Design ahb_stream_loader, sky130hd; sources not shown.
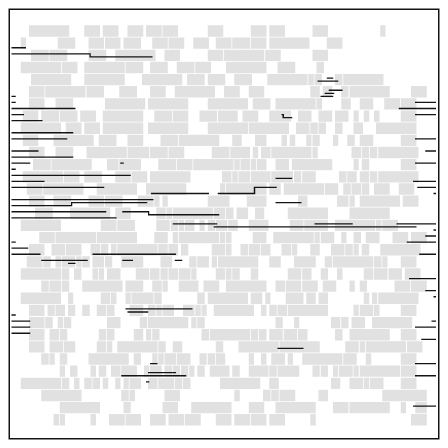
Fig. 1. Metal 3.
Cells faint in the background.
longest straight run	45.1 microns
wire length on this layer	596 microns
DRT Wirelength: 9.84 mm
met3 Use GR: 5.40%

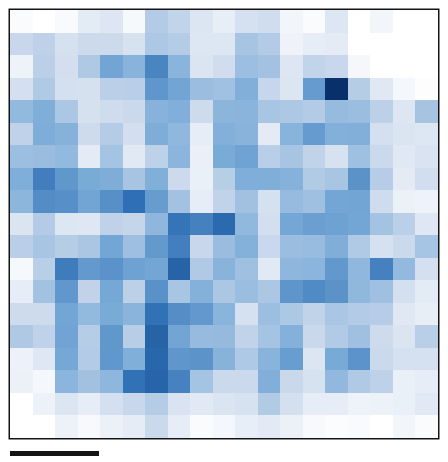
Fig. 2. Signal metal coverage by tile.
Scale bar: 20 microns. 19 x 19 tiles, from white (low) to dark blue (high), scaled to the fullest tile. Values are wire area over tile area, all layers added.
mean over tiles	0.17
tiles over half the peak	17%
nearly empty tiles	4.7%
fullest tile	0.54
Avg WL per Cell: 15.7 microns
GRT Util Overall: 22.7%

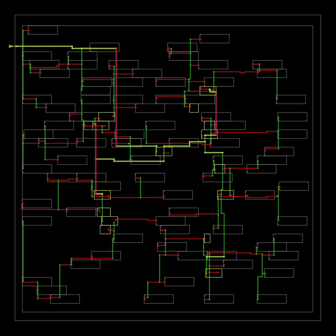
Fig. 3. The clock network.
Flop Count: 83
CTS buffer count: 9

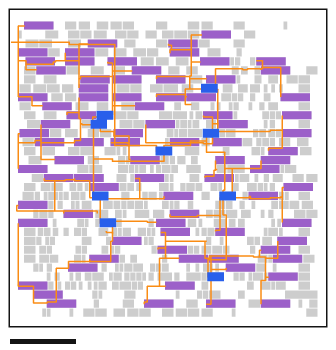
Fig. 4. Clock network drawn from the DEF.
Scale bar: 20 microns.
[orange] clock wires | length: 1,050 microns
[blue] clock-net drivers | count: 9
[purple] flip-flops | count: 83
flops lie	widely spread
clock power share: 17.6%
Latency at later pin: 0.35 ns
clock skew: 0.0131 ns
clock network power: 639 uW

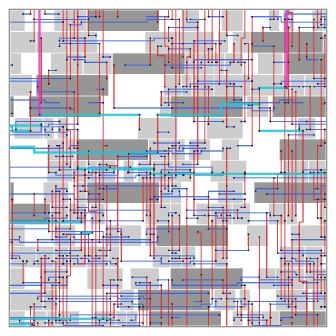
Fig. 5. Zoomed window.
Region (28, 28) to (68, 68) microns. Cells in gray, sequential cells in the stronger gray; small squares are vias.
color	layer
cyan	M3
red	M2
blue	M1
magenta	M4
most frequent	dfrtp_1 (18), nand2_1 (12), inv_1 (8)
sequential cells in the window	18
cells with their middle in the window	128

==> flow_metrics.py <==
# Generated from Yosys and OpenROAD reports
metrics = {
    "cells_and_area": {
        "insertedDiodeCount": 0,
        "logic_area_sq_um": 2000,
        "largest_reg_flops": 32,
    },
    "final_timing": {
        "min_period_ns": 2.34,
        "rsz0062_at_grt": "no",
        "setup-tns-final_ns": 0,
        "whs_ns": 0.427,
        "worst_slack_ns": 1.25,
        "setup_viol": 0,
    },
    "floorplan": {
        "core_area_sq_um": 8180,
        "num_rows": 33,
        "io_pins": 135,
        "fp_util_pct": 51.6,
        "chip_area_sq_um": 9180,
        "die_width_microns": 95.8,
    },
    "worst_hold_path": {
        "holdCritPathClass": "in -> async",
    },
    "detailed_routing": {
        "drc": 0,
        "avgViaCountPerCell": 5.65,
    },
    "cts": {
        "hold_buffers": 0,
        "cts_post_setup_buffers_inserted": 0,
        "root_buffer": "clkbuf_8",
        "clkSinkCount": 83,
    },
    "grt": {
        "antenna_found_initial": 0,
        "overflow": 0,
        "grt_pass1_wl_mm": 16.3,
    },
    "pwr": {
        "switching_share_pct": 37.1,
        "p_int_mw": 2.28,
        "power_frac_comb_pct": 41.0,
        "netSwitchingPower_mw": 1.34,
        "vdd_drop_max_mv": 0.447,
        "power.density_nw_per_um2": 665,
    },
    "placed_design": {
        "dp_hpwl_mm": 6.91,
        "dp.cells": 610,
        "pre_cts_ws_ns": 1.07,
    },
    "job": {
        "max_cap_viol_count": 0,
        "warnings": 62,
    },
    "setup_path": {
        "cp.depth": 3,
        "critPathLaunchType": "register",
        "cp_slowest_cell": "dfrtp_1",
        "worstPathCellList": "inv_1, nor3_1, clkdlybuf4s50_1",
        "worstRegToRegCells": 5,
        "crit_family": "buffers and inverters",
    },
    "yosys": {
        "synthXorXnorAreaFrac_pct": 3.95,
        "top_area_cell": "dfrtp_1",
        "post-synth-top-count-cell": "dfrtp_1",
        "ys_types": 49,
        "yosys_area_sq_um": 4220,
        "netlist.area_leader.share_pct": 49.3,
    },
    "status": {
        "status": "complete, no violations",
    },
}
[per-stage QoR]
stage,total power [mW],instance area [sq um]
after floorplan,2.31,4240
after global placement,2.95,5230
after detailed placement,3.01,5230
after CTS,3.65,5410
after global routing,3.88,5450
final,3.62,5450
[layout make-up]
class                      instances  area share [%]
clock buffer                       9            2.27
clock inverter                     7            1.06
inverter                          13           0.896
multi-input combinational        311            36.7
sequential                        83            38.1
tap                              105            2.41
timing repair buffer             100            18.5
[metal layers]
layer / global-route usage, % / wire length (microns) / up-vias
li1: - / - / 1702
met1: 29.8 / 4220 / 1738
met2: 37.1 / 4940 / 97
met3: 5.40 / 595 / 11
met4: 7.26 / 85 / 0
met5: 0 / 0 / -
[power by group through the flow]
stage	clock network [mW]	registers (mW)	logic [mW]
2_1_floorplan	0	1.53	0.774
3_3_place_gp	0	1.50	1.45
3_5_place_dp	0	1.51	1.50
5_1_grt	0.690	1.55	1.64
6_report	0.639	1.50	1.48
4_1_cts	0.653	1.50	1.50
[placed cells by master (no fill, tap or decap), types with 3 or more instances in the layout]
master / n
a21oi_1: 29
a22oi_1: 4
and3_1: 7
and4_1: 6
buf_4: 4
clkbuf_8: 9
clkdlybuf4s50_1: 94
conb_1: 7
dfrtp_1: 83
ha_1: 7
inv_1: 13
inv_6: 3
mux2_2: 33
nand2_1: 30
nand2_2: 4
nand3_1: 15
nand4_1: 10
nor2_1: 38
nor2b_1: 3
nor3_1: 14
nor4_1: 9
o21ai_0: 30
or3_1: 9
or4_1: 3
xnor2_1: 13
xor2_1: 6
[cells by family after synthesis]
kind of cell,after synthesis
simple gates,159
compound gates,85
flops,83
buf+inv,35
mux,34
xor+xnor,19
fa+ha+maj,7
other cells,2
Power is estimated from default activity; no workload was simulated.
